### config.mk
export PLATFORM = sky130hd
export DESIGN_NAME = track_section_arbiter
export DESIGN_NICKNAME = d
export VERILOG_FILES = /design/src/rtl/track_section_arbiter.sv
export SDC_FILE = /design/constraint.sdc
export NUM_CORES = 1
export LEC_CHECK = 0
export CELL_PAD_IN_SITES_DETAIL_PLACEMENT = 0
export CELL_PAD_IN_SITES_GLOBAL_PLACEMENT = 1
export CORE_MARGIN = 2
export CORE_UTILIZATION = 39
export DETAILED_ROUTE_END_ITERATION = 10
export PLACE_DENSITY = 0.95
export SYNTH_ARGS = -nofsm -noshare
export SYNTH_HDL_FRONTEND = slang
export SYNTH_SLANG_ARGS = --single-unit
### constraint.sdc
create_clock -name Clock -period 5.45 [get_ports Clock]
set_input_delay 1.3625 -clock Clock [delete_from_list [all_inputs] [get_ports Clock]]
set_output_delay 1.3625 -clock Clock [all_outputs]
set_load 0.02 [all_outputs]
### src/rtl/track_section_arbiter.sv
// track_section_arbiter
//   Round-robin arbiter that hands one shared track section to one of
//   NUM_TRAINS trains at a time. It drives a go/stop code per train and
//   sets the section switches to the route of the train that holds the
//   section. A watchdog latches a sticky fault if the holder never exits.
//
// Ports
//   Clock     rising-edge clock
//   RESET     synchronous active-high reset
//   SR_ENTER  per-train approach sensor (level)
//   SR_EXIT   per-train exit sensor (level)
//   ROUTE     per-train switch setting, train i at [i*SW_WIDTH +: SW_WIDTH]
//   SW        registered switch setting for the section
//   D         registered drive code per train at [2i+1:2i]; 01 = go, 00 = stop
//   OWNER     index of the section holder, zero-extended to 3 bits
//   BUSY      section granted
//   FAULT     sticky watchdog fault, cleared only by RESET
module track_section_arbiter #(
  parameter int unsigned NUM_TRAINS     = 4,
  parameter int unsigned SW_WIDTH       = 3,
  parameter int unsigned TIMEOUT_CYCLES = 1000,
  parameter int unsigned CNT_W          = 10
) (
  input  logic                           Clock,
  input  logic                           RESET,
  input  logic [NUM_TRAINS-1:0]          SR_ENTER,
  input  logic [NUM_TRAINS-1:0]          SR_EXIT,
  input  logic [NUM_TRAINS*SW_WIDTH-1:0] ROUTE,
  output logic [SW_WIDTH-1:0]            SW,
  output logic [2*NUM_TRAINS-1:0]        D,
  output logic [2:0]                     OWNER,
  output logic                           BUSY,
  output logic                           FAULT
);

  localparam int unsigned IW = $clog2(NUM_TRAINS);

  typedef enum logic [1:0] {
    S_IDLE,
    S_GRANT,
    S_CLEAR,
    S_FAULT
  } state_t;

  state_t                  r_state;
  logic [NUM_TRAINS-1:0]   r_pending;
  logic [IW-1:0]           r_last_owner;
  logic [IW-1:0]           r_owner;
  logic [CNT_W-1:0]        r_timer;
  logic [SW_WIDTH-1:0]     r_sw;
  logic [2*NUM_TRAINS-1:0] r_d;
  logic                    r_busy;
  logic                    r_fault;

  logic [NUM_TRAINS-1:0]   w_req;
  logic                    w_found;
  logic [IW-1:0]           w_winner;
  logic                    w_grant;
  logic                    w_owner_exit;
  logic                    w_timeout;
  logic                    w_fault_nxt;
  logic [IW-1:0]           w_owner_nxt;
  logic [NUM_TRAINS-1:0]   w_pending_nxt;
  logic [2*NUM_TRAINS-1:0] w_d_nxt;

  // Index reached by stepping k places past base, wrapping at NUM_TRAINS.
  function automatic logic [IW-1:0] rr_index(input logic [IW-1:0] base,
                                             input int unsigned k);
    int unsigned s;
    s = 32'(base) + k;
    if (s >= NUM_TRAINS) s = s - NUM_TRAINS;
    return IW'(s);
  endfunction

  assign w_req = r_pending | SR_ENTER;

  // Round-robin search starting just after the previous holder.
  always_comb begin
    w_found  = 1'b0;
    w_winner = '0;
    for (int unsigned k = 1; k <= NUM_TRAINS; k++) begin
      if (!w_found && w_req[rr_index(r_last_owner, k)]) begin
        w_found  = 1'b1;
        w_winner = rr_index(r_last_owner, k);
      end
    end
  end

  assign w_grant      = (r_state == S_IDLE) && w_found;
  assign w_owner_exit = (r_state == S_GRANT) && SR_EXIT[r_owner];
  assign w_timeout    = (r_state == S_GRANT) && !SR_EXIT[r_owner] &&
                        (r_timer == CNT_W'(TIMEOUT_CYCLES - 1));
  assign w_fault_nxt  = r_fault || w_timeout;
  assign w_owner_nxt  = w_grant ? w_winner : r_owner;

  // The holder's own approach sensor never re-pends it; a grant clears the
  // winner's pending bit even if its sensor is still high on that edge.
  always_comb begin
    w_pending_nxt = r_pending;
    for (int unsigned i = 0; i < NUM_TRAINS; i++) begin
      if (SR_ENTER[i] && !((r_state == S_GRANT) && (r_owner == IW'(i))))
        w_pending_nxt[i] = 1'b1;
      if (w_grant && (w_winner == IW'(i)))
        w_pending_nxt[i] = 1'b0;
    end
  end

  // Stop every requesting train except the one that holds the section next.
  always_comb begin
    w_d_nxt = '0;
    if (!w_fault_nxt) begin
      for (int unsigned i = 0; i < NUM_TRAINS; i++) begin
        if (w_req[i] && (w_owner_nxt != IW'(i)))
          w_d_nxt[2*i +: 2] = 2'b00;
        else
          w_d_nxt[2*i +: 2] = 2'b01;
      end
    end
  end

  always_ff @(posedge Clock) begin
    if (RESET) begin
      r_state      <= S_IDLE;
      r_pending    <= '0;
      r_last_owner <= IW'(NUM_TRAINS - 1);
      r_owner      <= '0;
      r_timer      <= '0;
      r_sw         <= '0;
      r_d          <= {NUM_TRAINS{2'b01}};
      r_busy       <= 1'b0;
      r_fault      <= 1'b0;
    end else begin
      r_pending <= w_pending_nxt;
      r_d       <= w_d_nxt;
      case (r_state)
        S_IDLE: begin
          if (w_found) begin
            r_state      <= S_GRANT;
            r_owner      <= w_winner;
            r_last_owner <= w_winner;
            r_sw         <= ROUTE[w_winner*SW_WIDTH +: SW_WIDTH];
            r_busy       <= 1'b1;
            r_timer      <= '0;
          end
        end
        S_GRANT: begin
          if (w_owner_exit) begin
            r_state <= S_CLEAR;
            r_busy  <= 1'b0;
          end else if (w_timeout) begin
            r_state <= S_FAULT;
            r_busy  <= 1'b0;
            r_fault <= 1'b1;
          end else begin
            r_timer <= r_timer + CNT_W'(1);
          end
        end
        S_CLEAR: r_state <= S_IDLE;
        S_FAULT: r_state <= S_FAULT;
        default: r_state <= S_IDLE;
      endcase
    end
  end

  assign SW    = r_sw;
  assign D     = r_d;
  assign OWNER = 3'(r_owner);
  assign BUSY  = r_busy;
  assign FAULT = r_fault;

endmodule

==> run_1/sizes.png <==
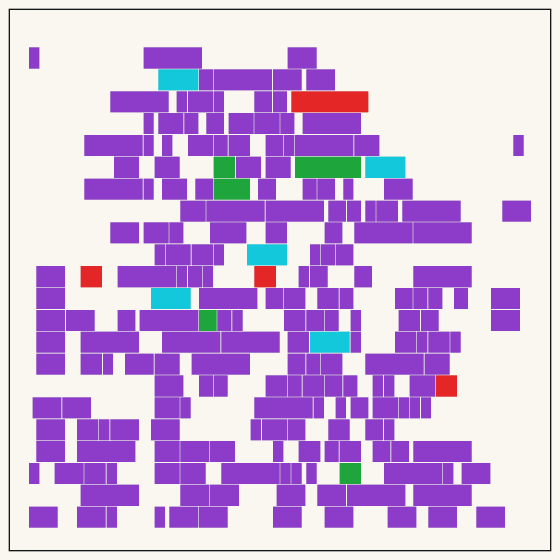
size	color	cells	share
_0 and _1 cells	purple	200	93%
_6 and larger	cyan	5	2.3%
_3 and _4 cells	red	4	1.9%
_2 cells	green	5	2.3%

==> run_1/wires.png <==
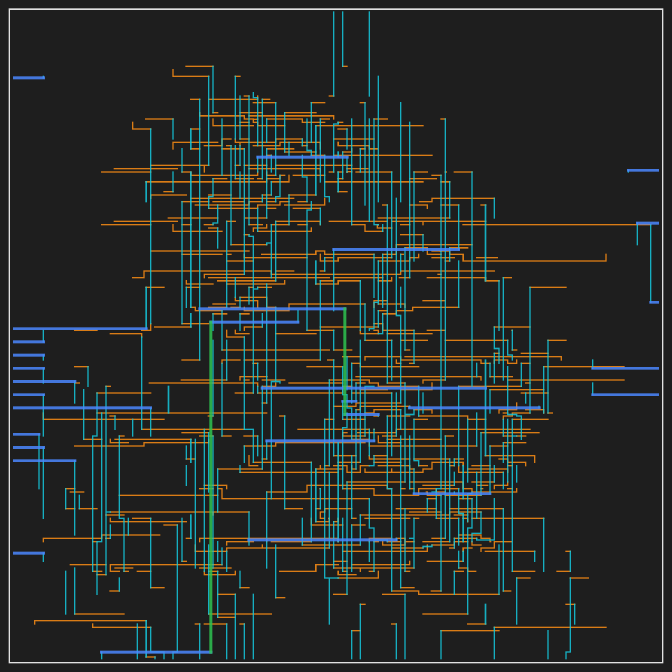
layer	color	wire length
metal 2	cyan	1,670 microns
metal 1	orange	1,670 microns
metal 4	green	44.9 microns
metal 3	blue	215 microns

==> run notes, run 1 <==
Implementation results are summarized by area below.

GRT
The pin count of the biggest net entering global routing is 28. The met1 capacity usage during global routing is 24.8%. The met3 global-route usage is 5.83%.

The met2 usage is 27.7%. The busiest metal layer after global routing is met2. The wire length of the first global-routing pass is 6250 microns. The number of antenna violations at the first check in global routing is 0.

Logic synthesis
Each instance of the synthesized netlist takes up on average 8.70 sq um. The netlist area before placement is 0.00156 sq mm. The share of flip-flops with an asynchronous set or reset is 0%. After synthesis, the cell types taking the most area are dfxtp_1, nor2_1, mux2i_1. The library cell occupying the most area in the post-synthesis netlist is dfxtp_1.

Placement
In this run the cell area measured after placement is 0.00190 sq mm. The post-DP HPWL is 2630 microns. The number of placed instances with taps included is 254.

Routing
The routed length per placed instance is 13.7 microns. After detailed routing, the number of vias per cell comes to 5.50. The total iterations of the first detailed-routing run is 4. The total wirelength of the detailed-routed design is 3590 microns.

Layout
In the final layout, the share of cells above drive strength 1 is 6.54%. For this run, the script counts the antenna cells in the layout as 0. The number of nets in the layout is 236. The number of standard cells in the final layout excluding fillers is 262. The layout filler cell count is 367.

Critical path
Looking at the critical path, the highest net fanout was 7. By startpoint and endpoint, the worst setup path is classified as primary input to flop. According to the timing report, the data required time at the worst endpoint equals 5.57 ns.

Timing
Looking at the max-slew report, the worst-margin pin has a slew of 1.07 ns. Headroom to the max-slew limit came out at 27.8%. For the final database, setup skew stands at 0.00551 ns.

Status
The run finished with clean final reports.

CTS
Counting along the longest clock path gives a buffer depth of 2. For this design, the CTS-stage hold fixing added 0 buffers. The sink count of the clock tree is 29.

Pwr
The static power due to leakage is 0.713 nW.

Floorplanning
The core region area is 0.00374 sq mm. The floorplan step set the die height to 67.2 microns. The chip occupies 0.00451 sq mm.

Flow run
The max-capacitance violation count is 0.
==> run_1/placement_by_type.png <==
Fill, decap, tap and diode cells in gray.
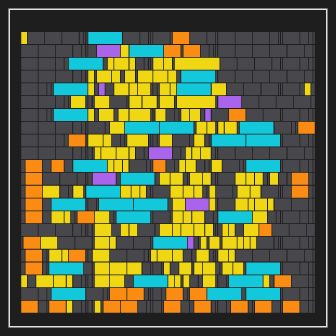
class	color	cells	share of their area
sequential cells	cyan	29	30%
clock drivers and dummy loads	purple	8	4.2%
combinational and other logic	yellow	142	48%
remaining buffers and delay cells	orange	35	18%

run 1: path summary, 6_finish.rpt:
check	from	to	slack (ns)	cells after the start
max reg2reg	r_timer[3]	D[6]	2.95	5
min reg2reg	SW[1]	SW[1]	0.49	2
max	SR_EXIT[3]	D[6]	2.02	5
min	SW[1]	SW[1]	0.49	2
run 1: power by group:
group	switching, mW	leakage [nW]	internal (mW)
Sequential	0.0268	0.238	0.241
Clock	0.0748	0.0395	0.0904
Combinational	0.127	0.435	0.107
Total	0.229	0.713	0.439
run 1: logic make-up after synthesis:
family / Yosys count / synth area share (%)
adders and majority gates: 1 / 0.804
and+or+nand+nor: 74 / 25.9
AOI/OAI and AO/OA: 47 / 21.7
muxes: 7 / 5.31
xor gates and xnor gates: 7 / 3.94
buffers and inverters: 13 / 4.82
other: 1 / 0.241
DFF: 29 / 37.3
run 1: per-layer routing:
layer  up-vias  share of wire [%]
li1        727                  -
met1       669                 46
met2        40                 46
met3         4                6.0
met4         0                1.2
met5         -                  0
run 1: worst max-delay path: stages:
cell	delay (ns)
clkdlybuf4s50_1	0.40
mux4_2	0.54
o41ai_1	0.88
o21bai_1	0.25
o22ai_1	0.11
run 1: cells in the mapped netlist (2+ instances only):
| cell type | number |
|---|---|
| dfxtp_1 | 29 |
| nor2_1 | 27 |
| a21oi_1 | 11 |
| nand2_1 | 7 |
| mux2i_1 | 6 |
| nor4b_1 | 6 |
| o211ai_1 | 6 |
| o21ai_0 | 6 |
| xor2_1 | 6 |
| buf_4 | 5 |
| clkbuf_1 | 5 |
| nand2b_1 | 5 |
| o22ai_1 | 4 |
| or3_1 | 4 |
| a211oi_1 | 3 |
| and4_1 | 3 |
| nor3_1 | 3 |
| o2111ai_1 | 3 |
| o21bai_1 | 3 |
| and2_1 | 2 |
| and3_1 | 2 |
| nand3_1 | 2 |
| nor2b_1 | 2 |
| nor3b_1 | 2 |
| nor4_1 | 2 |
| o311ai_0 | 2 |
| or4_1 | 2 |
run 1: final cells by class:
cell class / instances / area share (%)
multi-input combinational: 141 / 46.2
clock buffer: 8 / 4.04
sequential: 29 / 29.3
inverter: 1 / 0.189
tap: 48 / 3.03
timing repair buffer: 35 / 17.3
run 1: state kept, by name, summed over array words and instances, names as in the netlist, 2 cells and up:
register      flops
r_state           2
D                 4
r_owner           2
r_last_owner      2
SW                3
r_pending         4
r_timer          10
run 1: layout by cell type, fill, tap and decap left out, types with 2 or more instances in the layout:
cell type         n
clkdlybuf4s50_1  32
dfxtp_1          29
nor2_1           27
a21oi_1          11
nand2_1           7
o211ai_1          6
o21ai_0           6
mux2i_1           6
nor4b_1           6
xor2_1            6
nand2b_1          5
conb_1            5
clkbuf_8          5
or3_1             4
o22ai_1           4
o21bai_1          3
and4_1            3
nor3_1            3
a211oi_1          3
o2111ai_1         3
clkbuf_1          3
buf_4             3
nor4_1            2
o311ai_0          2
and2_1            2
nor3b_1           2
nor2b_1           2
nand3_1           2
or4_1             2
and3_1            2
==> run_1/io_fan.png <==
The bar under the picture is 20 microns long.
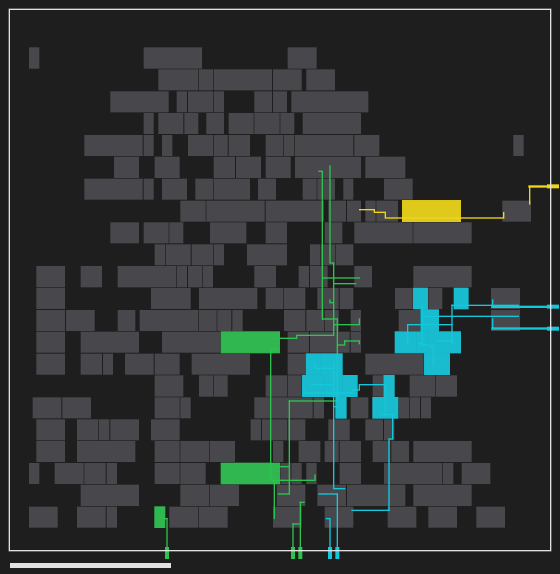

## Run 2: what changed since run 1
--- a/config.mk
+++ b/config.mk
@@ -8,9 +8,9 @@
 export CELL_PAD_IN_SITES_DETAIL_PLACEMENT = 0
 export CELL_PAD_IN_SITES_GLOBAL_PLACEMENT = 1
 export CORE_MARGIN = 2
-export CORE_UTILIZATION = 39
+export CORE_UTILIZATION = 36
 export DETAILED_ROUTE_END_ITERATION = 10
-export PLACE_DENSITY = 0.95
+export PLACE_DENSITY = 0.9
 export SYNTH_ARGS = -nofsm -noshare
 export SYNTH_HDL_FRONTEND = slang
 export SYNTH_SLANG_ARGS = --single-unit
==> constraint.sdc (replaced) <==
create_clock -name Clock -period 3.5 [get_ports Clock]
set_input_delay 0.875 -clock Clock [delete_from_list [all_inputs] [get_ports Clock]]
set_output_delay 0.875 -clock Clock [all_outputs]
set_load 0.02 [all_outputs]
==> run_2/io_fan.png <==
The bar under the picture is 20 microns long.
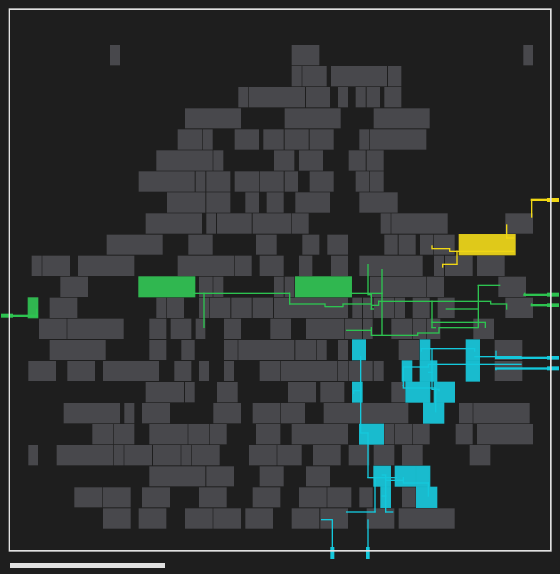
port	color	direction	edge	end cells	buffers	wire
SR_ENTER	cyan	input	2 right, 2 bottom	16	4	114 microns
BUSY	yellow	output	right	1	1	22.0 microns
OWNER	green	output	2 right, 1 left	3	2	120 microns

==> run 2 against run 1 <==
Clock skew down 0.00059 ns. Power is 73% higher. Clock power up 120%. Worst setup slack worse by 1.2 ns. Utilization decreased by 2.9 points. Global-route usage shrank 2.1 points. Sequential power increased by 56%. Critical path depth increased by 2.
==> run notes, run 2 <==
Implementation results are summarized by area below.

GRT
Global route summary, busiest routing layer listed as met1. The met1 capacity usage during global routing is 24.0%. Entering global routing, the biggest net connects 21 pins. For this run, global-route usage on met3 was measured as 3.34%. The met2 usage is 23.3%.

Floorplanning
The floorplan step defined a die boundary enclosing 0.00487 sq mm. The core region area is 0.00409 sq mm. The die extent in y is 69.8 microns.

Layout
Per the cell usage report, the commonest logic cell in the layout is clkdlybuf4s50_1. At the end of the flow, the number of nets in the layout was 239. The repair_antennas step left the layout with diodes totalling 0. In the layout the commonest cells are clkdlybuf4s50_1, dfxtp_1, nor2_1. The register containing the most flip-flops in the final layout is r_timer. The proportion of layout cells with a drive suffix above 1 is 8.76%. The register with the most flip-flops in the layout has 10 of them. The number of standard cells in the final layout excluding fillers is 267.

Logic synthesis
The netlist area before placement is 0.00156 sq mm. By area the synthesized netlist is led by dfxtp_1, nor2_1, mux2i_1. For reference, the post-synthesis area per instance comes to 8.70 sq um.

Critical path
The report shows a maximum critical-path fanout of 8.

Routing
The routed length per placed instance is 14.2 microns. The first detailed-routing pass took 4 iterations.

Pwr
The static power due to leakage is 0.748 nW.

CTS
Counting along the longest clock path gives a buffer depth of 2. The sink count of the clock tree is 29.

Status
The run finished with clean final reports.

Flow run
The tool flagged a number of max-cap violations equal to 0.

Placement
The number of placed instances with taps included is 259.

Timing
The worst slew margin relative to its limit is 57.7%.
run 2: cell counts after synthesis:
No cell type changed its count.
run 2: where the power goes:
part	internal (mW)	leakage, nW	switching [mW]
registers	0.376	0.238	0.0417
logic	0.173	0.451	0.205
clock network	0.232	0.0585	0.128
run 2: stage by stage:
stage	area (sq um)	hold slack [ns]	worst slack [ns]	util (%)	power [mW]
final	2040	0.483	0.784	50.0	1.15
after global routing	2040	0.513	0.577	50.0	1.22
after CTS	2040	0.489	0.776	50.0	1.16
after detailed placement	1930	0.473	0.485	47.2	0.797
after global placement	1930	0.465	0.513	47.2	0.796
after floorplan	1570	0.453	0.998	-	0.659
run 2: cell families (layout without fill, tap and decap cells):
| family | after synthesis | in the layout | synth area share, % |
|---|---|---|---|
| AOI/OAI and AO/OA | 47 | 47 | 21.7 |
| and+or+nand+nor | 74 | 74 | 25.9 |
| other | 1 | 5 | 0.241 |
| buffers and inverters | 13 | 47 | 4.82 |
| xor gates and xnor gates | 7 | 7 | 3.94 |
| adders and majority gates | 1 | 1 | 0.804 |
| muxes | 7 | 7 | 5.31 |
| DFF | 29 | 29 | 37.3 |
run 2: area by class of cell:
type                            count  area (sq um)
Inverter                            1          3.75
Timing Repair Buffer               38           365
Tap cell                           50          62.6
Clock inverter                      1          30.0
Clock buffer                        7          86.3
Multi-Input combinational cell    141           916
Sequential cell                    29           581
Fill cell                         397          2040
run 2: routing by layer:
layer,vias up,share of wire [%]
met5,-,0
met4,0,1.7
li1,736,-
met2,34,42
met1,656,52
met3,4,4.2
run 2: final timing paths:
path               start         endpoint  slack, ns  depth (start not counted)
min                SW[0]            SW[0]       0.48                          2
min reg2reg        SW[0]            SW[0]       0.48                          2
max reg2reg   r_owner[0]       r_timer[9]       1.36                          5
max          SR_ENTER[3]  r_last_owner[0]       0.78                          7
run 2: worst max-delay path, cell delays in order:
cell             delay (ns)
clkdlybuf4s50_1        0.47
nor4_1                 0.53
a21boi_1               0.35
buf_4                  0.27
nor2_1                 0.08
a21oi_1                0.04
or2_2                  0.27
Power and IR drop assume default switching activity.
